$ cat config.mk
export PLATFORM = sky130hd
export DESIGN_NAME = signal_ext
export DESIGN_NICKNAME = d
export VERILOG_FILES = /design/src/rtl/signal_ext.sv
export SDC_FILE = /design/constraint.sdc
export NUM_CORES = 1
export LEC_CHECK = 0
export ABC_AREA = 1
export CAP_MARGIN = 10
export CELL_PAD_IN_SITES_DETAIL_PLACEMENT = 2
export CELL_PAD_IN_SITES_GLOBAL_PLACEMENT = 2
export CORE_AREA = 2 2 57 59
export CTS_BUF_LIST = sky130_fd_sc_hd__clkbuf_8 sky130_fd_sc_hd__clkbuf_16
export DETAILED_ROUTE_END_ITERATION = 10
export DIE_AREA = 0 0 59 61
export MAX_ROUTING_LAYER = met4
export PLACE_DENSITY_LB_ADDON = 0.1
export SYNTH_ARGS = -nofsm -noshare
export SYNTH_HDL_FRONTEND = slang
export SYNTH_SLANG_ARGS = --single-unit
$ cat constraint.sdc
create_clock -name clk -period 2 [get_ports clk]
set_clock_uncertainty 0.1 [all_clocks]
set_input_delay 0.3 -clock clk [delete_from_list [all_inputs] [get_ports clk]]
set_output_delay 0.3 -clock clk [all_outputs]
set_load 0.02 [all_outputs]
$ cat src/rtl/signal_ext.sv
// Registered immediate sign/zero extender: selects a 9/8/6/4-bit sub-field of
// the instruction immediate and widens it to the datapath width one cycle later.
module signal_ext #(
  parameter int unsigned IN_W  = 9,
  parameter int unsigned OUT_W = 16
) (
  input  logic              clk,
  input  logic              rst_n,
  input  logic              en,
  input  logic              ext_mode,
  input  logic [1:0]        fld_sel,
  input  logic [IN_W-1:0]   iin,
  output logic [OUT_W-1:0]  outData,
  output logic              out_valid
);

  localparam int unsigned W9 = 9;
  localparam int unsigned W8 = 8;
  localparam int unsigned W6 = 6;
  localparam int unsigned W4 = 4;

  logic [OUT_W-1:0] ext_c;

  // Field select and extension; ext_mode=1 clears the upper bits instead of
  // replicating the field's top bit.
  always_comb begin
    ext_c = '0;
    unique case (fld_sel)
      2'b00: ext_c = {{(OUT_W-W9){iin[W9-1] & ~ext_mode}}, iin[W9-1:0]};
      2'b01: ext_c = {{(OUT_W-W8){iin[W8-1] & ~ext_mode}}, iin[W8-1:0]};
      2'b10: ext_c = {{(OUT_W-W6){iin[W6-1] & ~ext_mode}}, iin[W6-1:0]};
      2'b11: ext_c = {{(OUT_W-W4){iin[W4-1] & ~ext_mode}}, iin[W4-1:0]};
      default: ext_c = '0;
    endcase
  end

  // Output register: loads on en, otherwise holds; valid marks the cycle after a capture.
  always_ff @(posedge clk or negedge rst_n) begin
    if (!rst_n) begin
      outData   <= '0;
      out_valid <= 1'b0;
    end else begin
      out_valid <= en;
      if (en) begin
        outData <= ext_c;
      end
    end
  end

endmodule

Run 1, cell outlines without signal wires:
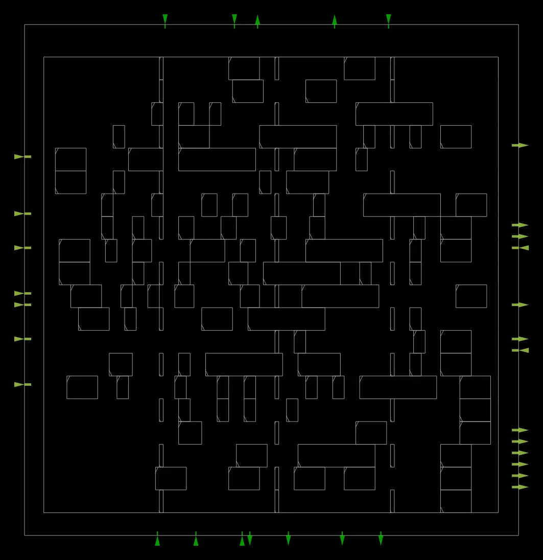
fin cells: 133
core area: 0.00295 mm^2
row cnt: 20
Flop Count: 11

Run 1, signal wires by layer:
Scale: 6 px per um. Only two layers are drawn.
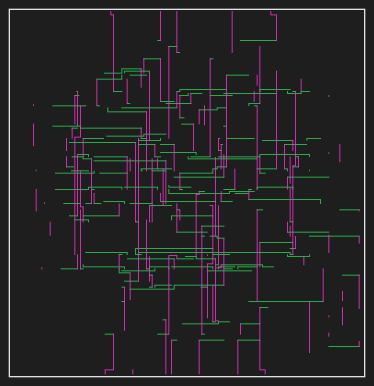
| layer | color | wire length |
|---|---|---|
| metal 1 | green | 639 um |
| metal 2 | magenta | 697 um |

Run 1, signal wires on met2:
Scale: 6 px per um.
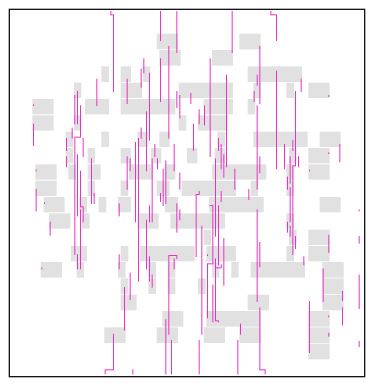
share of all routed wire: 47%
main direction: vertical
wire length on this layer: 697 um
Vias: 546
Post-Route WL: 1.49 mm
grt met2 use: 0.160

==> reports/metrics.yaml, run 1 <==
global_route:
  use_met3: 0.0192
  grt_pass1_vias: 555
  grt_max_degree: 15
  gr-usage-met1: 0.108
  grt_pass1_wl_mm: 2.45
yosys:
  top_area_cell: "dfrtp_1"
  yosysTopAreaCellShare: 0.481
  synthTopCellsByArea: "dfrtp_1 (48%), nand2_1 (11%), buf_4 (9.2%)"
  aoi_share: 0.0656
  ys_sh_simple: 0.300
  syn_nets: 86
  syn_area_per_cell_um2: 8.05
  ys_chip_area_um2: 572
  synth_warnings: 0
  ys_sh_xor: 0
  numSynthFlops: 11
  ys_cells: 71
  mux_share: 0
  logic_family: "simple AND/OR/NAND/NOR gates"
timing:
  slew_headroom: 0.659
  min_period_ns: 1.74
  setup_viol: 0
  slew_violations: 0
  hold_viol: 0
  rsz0062_at_grt: "false"
  timing.fmax_mhz: 576
worst_setup_path:
  regToRegSetupSlack_ns: 1.17
  reg2reg_to: "outData[14]$_DFFE_PN0P_"
  cp_cell_sequence: "clkdlybuf4s50_1"
  regToRegStartpoint: "outData[14]$_DFFE_PN0P_"
  cp_slowest_cell: "clkdlybuf4s50_1"
  cp_max_fo: 8
  cpLargestDelayFamily: "buffers and inverters"
  end_kind: "primary output"
  criticalPathCategory: "register to primary output"
  crit_cells: 1
  crit_buf_inv: 1
  start_kind: "register"
  slowest_delay_ns: 0.65
clock_tree:
  clk_pin_slew_ns: 0.05
  cts_tree: "done"
  cts.sinks: 11
  cts.path.max_buffers: 2
  root_buffer: "clkbuf_8"
power:
  powerDensity_mw_per_mm2: 731
detailed_routing:
  firstDrtPassIters: 2
  via_per_inst: 4.11
  drcViolationCount: 0
  wl_per_cell_um: 11.2
  ant_nets: 0
finish:
  final_cell_mix: "clkdlybuf4s50_1 (31), nand2_1 (17), nor2_1 (12), dfrtp_1 (11), inv_1 (8)"
  area_growth_pct: 61.5
  n_antenna_cell: 0
  fin_nets: 116
placed_design:
  port-buffer-count: 31
  place_inst: 129
  place_ws_ns: 0.465
floorplanning:
  fp_util: 0.194
  die_w_um: 59
  die_area_mm2: 0.00360
  io_pins: 32
  die_h_um: 61
status:
  status: "finished, final reports clean"
flow_run:
  cap_viol_max_count: 0
## run 1: layout make-up
class | instances | share of cell area
timing repair buffer | 32 | 0.344
multi-input combinational | 44 | 0.226
inverter | 9 | 0.0379
sequential | 11 | 0.298
tap | 33 | 0.0447
clock buffer | 3 | 0.0447
clock inverter | 1 | 0.00407
## run 1: synth_stat cells
library cell and number:
a21oi_1 2, a31oi_1 2, buf_4 7, clkinv_2 1, dfrtp_1 11, inv_1 7
inv_2 1, nand2_1 17, nand2_2 2, nand2_4 1, nand3_1 2, nand3_2 1
nand3b_1 1, nor2_1 12, nor2_4 1, o21ai_0 1, o21ai_1 2
## run 1: registers in the layout, summed over array words and instances, names as in the netlist
signal,flops
outData,10
out_valid,1
## run 1: power breakdown
group	total, mW	switching [mW]	internal, mW
clock network	0.218	0.0836	0.135
logic	0.198	0.0982	0.0995
registers	0.259	0.0143	0.244
## run 1: routing by layer
metal	vias up	wire [um]
met5	-	0
met4	0	63
met3	4	89
met2	24	697
met1	250	639
li1	268	-
## run 1: per-stage QoR
step                       util  power, mW
after floorplan               -      0.364
after detailed placement  0.297      0.465
after CTS                 0.313      0.686
after global placement    0.297      0.462
final                     0.313      0.675
after global routing      0.313      0.714
## run 1: cell families (layout without fill, tap and decap cells)
kind of cell | after synthesis | in the layout
AND-OR/OR-AND | 7 | 7
AND/OR/NAND/NOR | 37 | 37
flip-flops | 11 | 11
buffers and inverters | 16 | 45
## run 1: worst max path at each step
stage,to,slack (ns),start
after detailed placement,outData[14]$_DFFE_PN0P_,0.46,fld_sel[1]
after global placement,outData[7]$_DFFE_PN0P_,0.49,ext_mode
after floorplan,outData[10],0.88,outData[14]$_DFFE_PN0P_
after global routing,outData[15],0.16,outData[14]$_DFFE_PN0P_
after CTS,outData[9],0.23,outData[14]$_DFFE_PN0P_
final,outData[9],0.26,outData[14]$_DFFE_PN0P_
Run 1, pin map:
Scale: 8 px per um. Pins as bars across the die edge, other pins in gray.
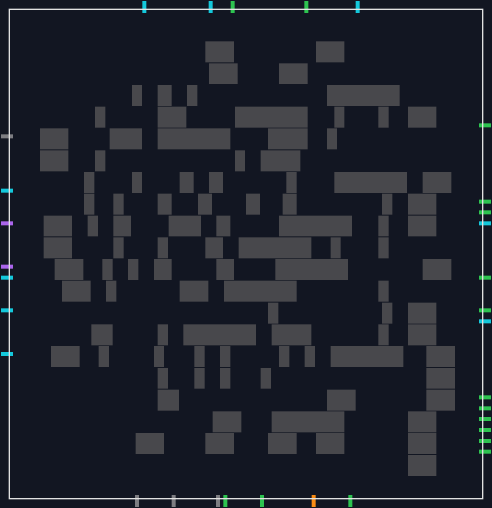

## Run 2: what changed since run 1
--- a/config.mk
+++ b/config.mk
@@ -9,10 +9,11 @@
 export CAP_MARGIN = 10
 export CELL_PAD_IN_SITES_DETAIL_PLACEMENT = 2
 export CELL_PAD_IN_SITES_GLOBAL_PLACEMENT = 2
-export CORE_AREA = 2 2 57 59
+export CORE_AREA = 2 2 58 60
 export CTS_BUF_LIST = sky130_fd_sc_hd__clkbuf_8 sky130_fd_sc_hd__clkbuf_16
+export CTS_CLUSTER_DIAMETER = 80
 export DETAILED_ROUTE_END_ITERATION = 10
-export DIE_AREA = 0 0 59 61
+export DIE_AREA = 0 0 60 62
 export MAX_ROUTING_LAYER = met4
 export PLACE_DENSITY_LB_ADDON = 0.1
 export SYNTH_ARGS = -nofsm -noshare
==> constraint.sdc (replaced) <==
create_clock -name clk -period 1.7 [get_ports clk]
set_clock_uncertainty 0.1 [all_clocks]
set_input_delay 0.255 -clock clk [delete_from_list [all_inputs] [get_ports clk]]
set_output_delay 0.255 -clock clk [all_outputs]
set_load 0.02 [all_outputs]
Run 2, pin map:
Scale: 8 px per um. Pins as bars across the die edge, other pins in gray.
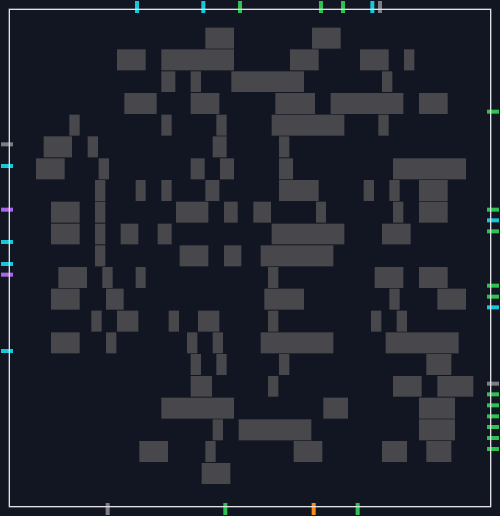
| port | color | pins | direction | edge |
|---|---|---|---|---|
| `outData` | green | 16 | output | 11 east, 3 north, 2 south |
| `out_valid` | orange | 1 | output | south |
| `fld_sel` | purple | 2 | input | west |
| `iin` | cyan | 9 | input | 4 west, 3 north, 2 east |

Run 2, cell outlines without signal wires:
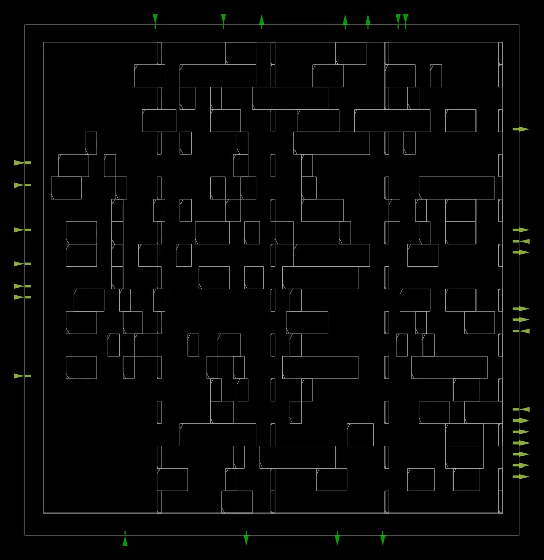
Tap Count: 46
filler instances: 369
fin cells: 147
Final Core Density: 0.299

==> reports/metrics.yaml, run 2 <==
status:
  status: "finished, final reports clean"  # unchanged
global_route:
  grt_pass1_vias: 530  # was 555
  grt_max_degree: 12  # was 15
  grt_antenna_before_repair: 0  # unchanged
  grtUsageTotal: 0.0957  # was 0.102
  overflow: 0  # unchanged
  grt_pass1_wl_mm: 2.49  # was 2.45 mm
finish:
  drive_gt1_frac: 0.119  # was 0.110
  largest_reg_flops: 10  # unchanged
  fin_nets: 117  # was 116
  finalInstanceArea_um2: 950  # was 923 um^2
  area_growth_pct: 66.1  # was 61.5%
  top_regs: "outData: 10 flops, out_valid: 1 flops"  # unchanged
  n_antenna_cell: 0  # unchanged
  final_cell_mix: "clkdlybuf4s50_1 (24), nand2_1 (17), nor2_1 (12), dfrtp_1 (11), inv_1 (8)"  # was clkdlybuf4s50_1 (31), nand2_1 (17), nor2_1 (12), dfrtp_1 (11), inv_1 (8)
  final_common_cell: "clkdlybuf4s50_1"  # unchanged
  top_register: "outData"  # unchanged
yosys:
  ys_sh_simple: 0.300  # unchanged
  adder_share: 0  # unchanged
  ys_chip_area_um2: 572  # unchanged
  top_area_cell: "dfrtp_1"  # unchanged
  yosysMostFrequentCell: "nand2_1"  # unchanged
  syn_nets: 86  # unchanged
  mux_share: 0  # unchanged
  yosysUniqueCellTypes: 17  # unchanged
  syn_inst: 71  # unchanged
  syn_area_per_cell_um2: 8.05  # unchanged
  netlist_area_um2: 572  # unchanged
  synthFlopType: "dfrtp_1"  # unchanged
  synth_warnings: 0  # unchanged
  edf_count: 0  # unchanged
  ys_cells: 71  # unchanged
  logic_family: "simple AND/OR/NAND/NOR gates"  # unchanged
  async_reset_ff_frac: 1.00  # unchanged
  aoi_share: 0.0656  # unchanged
  top_cells_by_count: "nand2_1 (17), nor2_1 (12), dfrtp_1 (11)"  # unchanged
  ys_seq_share: 0.481  # unchanged
  yosysTopAreaCellShare: 0.481  # unchanged
  ys_sh_xor: 0  # unchanged
  numSynthFlops: 11  # unchanged
  synthTopCellsByArea: "dfrtp_1 (48%), nand2_1 (11%), buf_4 (9.2%)"  # unchanged
floorplanning:
  die_h_um: 62  # was 61 um
  fp_util: 0.180  # was 0.194
  rows: 21  # was 20
  core_mm2: 0.00318  # was 0.00295 mm^2
  io_pins: 32  # unchanged
  die_w_um: 60  # was 59 um
  die_area_mm2: 0.00372  # was 0.00360 mm^2
placed_design:
  place_area_um2: 902  # was 878 um^2
  dp_hpwl_mm: 1.28  # was 1.22 mm
  port-buffer-count: 31  # unchanged
  place_inst: 143  # was 129
  place_congestion: 0.659  # was 0.661
  place_ws_ns: 0.172  # was 0.465 ns
worst_setup_path:
  required_ns: 1.34  # was 1.60 ns
  cpLargestDelayFamily: "buffers and inverters"  # unchanged
  cp_slowest_cell: "clkdlybuf4s50_1"  # unchanged
  regToRegStartpoint: "outData[14]$_DFFE_PN0P_"  # unchanged
  reg2regPathDepth: 2  # unchanged
  regToRegSetupSlack_ns: 0.90  # was 1.17 ns
  cp_cell_sequence: "clkdlybuf4s50_1"  # unchanged
  start_kind: "register"  # unchanged
  cp_max_fo: 2  # was 8
  criticalPathCategory: "register to primary output"  # unchanged
  cp-startpoint: "outData[4]$_DFFE_PN0P_"  # was outData[14]$_DFFE_PN0P_
  slowest_delay_ns: 0.61  # was 0.65 ns
  reg2reg_to: "outData[14]$_DFFE_PN0P_"  # unchanged
  crit_arrival_ns: 1.20  # was 1.34 ns
  crit_buf_inv: 1  # unchanged
  end_kind: "primary output"  # unchanged
power:
  finalPower_mw: 0.786  # was 0.675 mW
  p_leak_nw: 0.489  # was 0.446 nW
  powerDensity_mw_per_mm2: 827  # was 731 mW/mm^2
  ir_worst_vdd_mv: 0.196  # was 0.219 mV
timing:
  slew_violations: 0  # unchanged
  slew_headroom: 0.660  # was 0.659
  finalSetupTns_ns: 0  # unchanged
  hold_viol: 0  # unchanged
  min_period_ns: 1.55
  fin_ws_ns: 0.149  # was 0.263 ns
  setup_viol: 0  # unchanged
  rsz0062_at_grt: "false"  # unchanged
  timing.fmax_mhz: 645
  period_used_share: 0.913
  worst_pin_slew_ns: 0.509  # was 0.510 ns
detailed_routing:
  ant_nets: 0  # unchanged
  via_per_inst: 3.78  # was 4.11
  firstDrtPassIters: 2  # unchanged
  drcViolationCount: 0  # unchanged
  drtIter0Drc: 15  # was 13
  wirelength_mm: 1.54  # was 1.49 mm
  wl_per_cell_um: 10.5  # was 11.2 um
  vias: 555  # was 546
clock_tree:
  cts_tree: "done"  # unchanged
  cts.sinks: 11  # unchanged
  clk_latency_ns: 0.24  # was 0.23 ns
  cts-htree-levels: 1  # unchanged
  clk_pin_slew_ns: 0.05  # about the same
  root_buffer: "clkbuf_8"  # unchanged
  cts-buffers-inserted: 3  # unchanged
  cts.path.max_buffers: 2  # unchanged
  post_cts_buffers: 0  # unchanged
flow_run:
  cap_viol_max_count: 0  # unchanged
  warnings: 26  # unchanged
worst_hold_path:
  hp-class: "input pin to async pin"  # unchanged
Run 2, signal wires by layer:
Scale: 6 px per um. Only two layers are drawn.
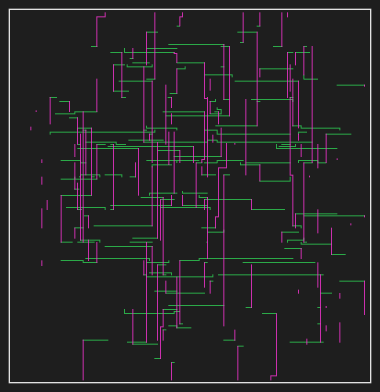
| layer | color | wire length |
|---|---|---|
| metal 2 | magenta | 723 um |
| metal 1 | green | 665 um |

-- run 2: netlist changes by cell type in the layout (fill, tap and decap cells not counted), sizes merged --
cell           previous run  this run
clkdlybuf4s50            31        24
dlygate4sd2               0         4
dlymetal6s2s              0         3
buf                       1         2
-- run 2: power by group --
part | switching [mW] | internal (mW) | leakage [nW]
logic | 0.116 | 0.110 | 0.332
clock network | 0.0981 | 0.159 | 0.0269
registers | 0.0156 | 0.287 | 0.130
-- run 2: layout make-up --
| cell class | count | area (um^2) | area share |
|---|---|---|---|
| clock buffers | 3 | 41.3 | 0.0435 |
| clock inverters | 1 | 3.75 | 0.00395 |
| inverters | 9 | 35.0 | 0.0369 |
| multi-input cells | 44 | 209 | 0.220 |
| flip-flops and latches | 11 | 275 | 0.290 |
| well taps | 46 | 57.6 | 0.0606 |
| repair buffers | 33 | 328 | 0.345 |
-- run 2: kinds of logic (layout without fill, tap and decap cells) --
logic type             Yosys count  in the layout
and+or+nand+nor                 37             37
DFF                             11             11
AOI/OAI and AO/OA                7              7
buffers and inverters           16             46
-- run 2: worst register-to-register path, delay by kind of cell, from the launching register on --
kind	cells	cell delay [ns]
AND/OR/NAND/NOR	2	0.17
flip-flops	1	0.43
-- run 2: worst max-delay path by stage --
stage,end,depth (start not counted),slack (ns)
after detailed placement,outData[8]$_DFFE_PN0P_,6,0.17
after floorplan,outData[10],1,0.62
after CTS,outData[13],1,0.005
after global placement,outData[8]$_DFFE_PN0P_,6,0.21
after global routing,outData[6],1,0.08
final,outData[4],1,0.15
-- run 2: metrics by stage --
stage	utilization	hold WS [ns]
finish	0.299	0.258
global route	0.299	0.298
CTS	0.296	0.295
detailed placement	0.284	0.370
global placement	0.284	0.354
floorplan	-	-0.141
-- run 2: layer usage --
metal / vias to the layer above / global-route usage / wire length [um]
met4: 0 / 0.0571 / 28
met1: 254 / 0.115 / 665
met3: 4 / 0.0207 / 125
met2: 26 / 0.148 / 723
li1: 271 / - / -
met5: - / - / 0
-- run 2: what timing repair did --
| item | CTS | global route |
|---|---|---|
| gates cloned | 0 | 0 |
| resized | 4 | 3 |
| hold buffers | 0 | 0 |
| setup endpoints to repair | 7 | 3 |
| hold endpoints to repair | 0 | 0 |
Run 2, signal wires on met2:
Scale: 6 px per um.
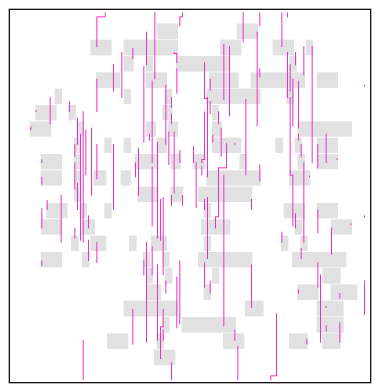

## Run 3: what changed since run 2
--- a/config.mk
+++ b/config.mk
@@ -9,11 +9,11 @@
 export CAP_MARGIN = 10
 export CELL_PAD_IN_SITES_DETAIL_PLACEMENT = 2
 export CELL_PAD_IN_SITES_GLOBAL_PLACEMENT = 2
-export CORE_AREA = 2 2 58 60
+export CORE_AREA = 2 2 57 59
 export CTS_BUF_LIST = sky130_fd_sc_hd__clkbuf_8 sky130_fd_sc_hd__clkbuf_16
 export CTS_CLUSTER_DIAMETER = 80
 export DETAILED_ROUTE_END_ITERATION = 10
-export DIE_AREA = 0 0 60 62
+export DIE_AREA = 0 0 59 61
 export MAX_ROUTING_LAYER = met4
 export PLACE_DENSITY_LB_ADDON = 0.1
 export SYNTH_ARGS = -nofsm -noshare
==> constraint.sdc (replaced) <==
create_clock -name clk -period 2 [get_ports clk]
set_clock_uncertainty 0.1 [all_clocks]
set_input_delay 0.3 -clock clk [delete_from_list [all_inputs] [get_ports clk]]
set_output_delay 0.3 -clock clk [all_outputs]
set_load 0.02 [all_outputs]
Run 3, signal wires on met2:
Scale: 6 px per um.
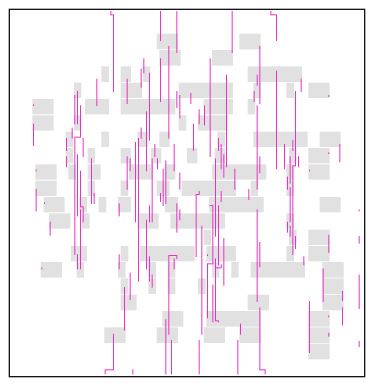
main direction: vertical
nets with wire on the layer: 99
longest straight run: 23.8 um
wire length on this layer: 697 um
share of all routed wire: 47%

Run 3, signal wires by layer:
Scale: 6 px per um. Only two layers are drawn.
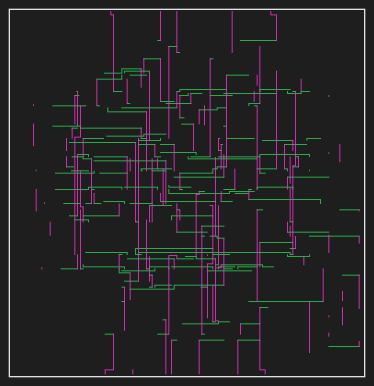
| layer | color | wire length |
|---|---|---|
| metal 2 | magenta | 697 um |
| metal 1 | green | 639 um |

Run 3, power grid:
Scale: 8 px per um. Pins as bars on the die edge. Tap cells in gray.
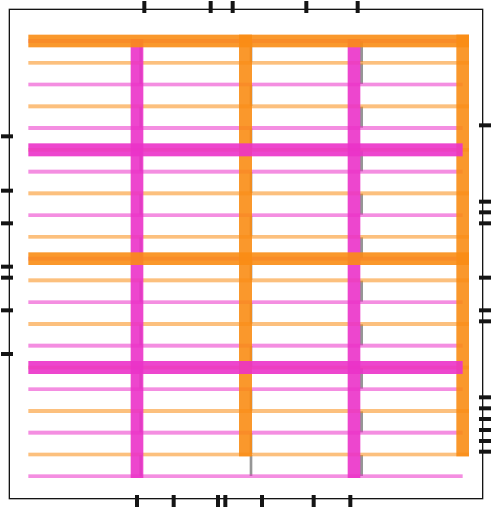
| net | color |
|---|---|
| VSS | magenta |
| VDD | orange |
met5 straps: 4
rows: 20

==> reports/metrics.yaml, run 3 <==
yosys:
  netlist_area_um2: 572  # unchanged
  async_reset_ff_frac: 1.00  # unchanged
  synthFlopType: "dfrtp_1"  # unchanged
  yosysTopAreaCellShare: 0.481  # unchanged
  ys_seq_share: 0.481  # unchanged
  synthTopCellsByArea: "dfrtp_1 (48%), nand2_1 (11%), buf_4 (9.2%)"  # unchanged
  numSynthFlops: 11  # unchanged
  yosysUniqueCellTypes: 17  # unchanged
  ys_chip_area_um2: 572  # unchanged
  top_cells_by_count: "nand2_1 (17), nor2_1 (12), dfrtp_1 (11)"  # unchanged
  top_area_cell: "dfrtp_1"  # unchanged
timing:
  hold_viol: 0  # unchanged
  min_period_ns: 1.74
  setup_viol: 0  # unchanged
  period_used_share: 0.868
  rsz0062_at_grt: "false"  # unchanged
  slew_headroom: 0.659  # was 0.660
  finalSetupTns_ns: 0  # unchanged
  timing.fmax_mhz: 576
  slew_violations: 0  # unchanged
  fin_ws_ns: 0.263  # was 0.149 ns
worst_hold_path:
  hp-class: "input pin to async pin"  # unchanged
worst_setup_path:
  slowest_delay_ns: 0.65  # was 0.61 ns
  cp_slowest_cell: "clkdlybuf4s50_1"  # unchanged
  crit_arrival_ns: 1.34  # was 1.20 ns
  crit_buf_inv: 1  # unchanged
  regToRegSetupSlack_ns: 1.17  # was 0.90 ns
  regToRegStartpoint: "outData[14]$_DFFE_PN0P_"  # unchanged
  cpLargestDelayFamily: "buffers and inverters"  # unchanged
  cp_cell_sequence: "clkdlybuf4s50_1"  # unchanged
  reg2regPathDepth: 2  # unchanged
  cp-startpoint: "outData[14]$_DFFE_PN0P_"  # was outData[4]$_DFFE_PN0P_
global_route:
  grt_max_degree: 15  # was 12
  grtUsageTotal: 0.102  # was 0.0957
  grt_antenna_before_repair: 0  # unchanged
finish:
  top_regs: "outData: 10 flops, out_valid: 1 flops"  # unchanged
  fin_nets: 116  # was 117
  post-route-util: 0.313  # was 0.299
  finalInstanceArea_um2: 923  # was 950 um^2
  largest_reg_flops: 10  # unchanged
  final_cells: 133  # was 147
  final_cell_mix: "clkdlybuf4s50_1 (31), nand2_1 (17), nor2_1 (12), dfrtp_1 (11), inv_1 (8)"  # was clkdlybuf4s50_1 (24), nand2_1 (17), nor2_1 (12), dfrtp_1 (11), inv_1 (8)
  top_register: "outData"  # unchanged
  drive_gt1_frac: 0.110  # was 0.119
  fillCellCount: 360  # was 369
flow_run:
  warnings: 26  # unchanged
  cap_viol_max_count: 0  # unchanged
power:
  switching_share: 0.291  # was 0.293
  p_leak_nw: 0.446  # was 0.489 nW
  power_frac_seq: 0.383  # was 0.386
  pwr-share-clk: 0.324  # was 0.327
placed_design:
  place_congestion: 0.661  # was 0.659
  port-buffer-count: 31  # unchanged
  place_area_um2: 878  # was 902 um^2
  place_inst: 129  # was 143
clock_tree:
  cts.sinks: 11  # unchanged
  postCtsHoldBufs: 0  # unchanged
  clk_pin_slew_ns: 0.05  # about the same
  cts_tree: "done"  # unchanged
  post_cts_buffers: 0  # unchanged
  root_buffer: "clkbuf_8"  # unchanged
floorplanning:
  die_w_um: 59  # was 60 um
  core_mm2: 0.00295  # was 0.00318 mm^2
  fp_util: 0.194  # was 0.180
status:
  status: "finished, final reports clean"  # unchanged
detailed_routing:
  via_per_inst: 4.11  # was 3.78
  firstDrtPassIters: 2  # unchanged
==> run 3: power groups by stage <==
stage               Combinational [mW]  Sequential [mW]  Clock (mW)
finish                           0.198            0.259       0.218
global route                     0.215            0.263       0.236
CTS                              0.202            0.260       0.224
detailed placement               0.201            0.263           0
global placement                 0.200            0.262           0
floorplan                       0.0762            0.288           0
==> run 3: how the worst min path moves through the flow <==
stage                                      start                      to  slack [ns]  cells past startpoint
final                                      rst_n     out_valid$_DFF_PN0_        0.30                      1
after global routing                       rst_n     out_valid$_DFF_PN0_        0.34                      1
after CTS                                  rst_n  outData[5]$_DFFE_PN0P_        0.33                      1
after detailed placement  outData[0]$_DFFE_PN0P_  outData[0]$_DFFE_PN0P_        0.36                      2
after global placement    outData[2]$_DFFE_PN0P_  outData[2]$_DFFE_PN0P_        0.35                      2
after floorplan                            rst_n  outData[0]$_DFFE_PN0P_        -0.1                      0
==> run 3: cell type report <==
type | instances | area (um^2) | share of cell area
sequential | 11 | 275 | 0.298
inverter | 9 | 35.0 | 0.0379
tap | 33 | 41.3 | 0.0447
multi-input combinational | 44 | 209 | 0.226
clock buffer | 3 | 41.3 | 0.0447
timing repair buffer | 32 | 318 | 0.344
clock inverter | 1 | 3.75 | 0.00407
==> run 3: logic make-up after synthesis <==
kind of cell	count (synthesis)	share of synthesized area
buf+inv	16	0.153
simple gates	37	0.300
flops	11	0.481
compound gates	7	0.0656
==> run 3: per-layer routing <==
| layer | global-route usage | wire length (um) |
|---|---|---|
| met4 | 0.0974 | 63 |
| met5 | - | 0 |
| met2 | 0.160 | 697 |
| met3 | 0.0192 | 89 |
| met1 | 0.108 | 639 |
==> run 3: through the flow <==
step | hold slack, ns | power (mW)
finish | 0.301 | 0.675
global route | 0.345 | 0.714
CTS | 0.329 | 0.686
detailed placement | 0.360 | 0.465
global placement | 0.354 | 0.462
floorplan | -0.0956 | 0.364
No activity file was given, so power comes from the tool's default toggle rates.
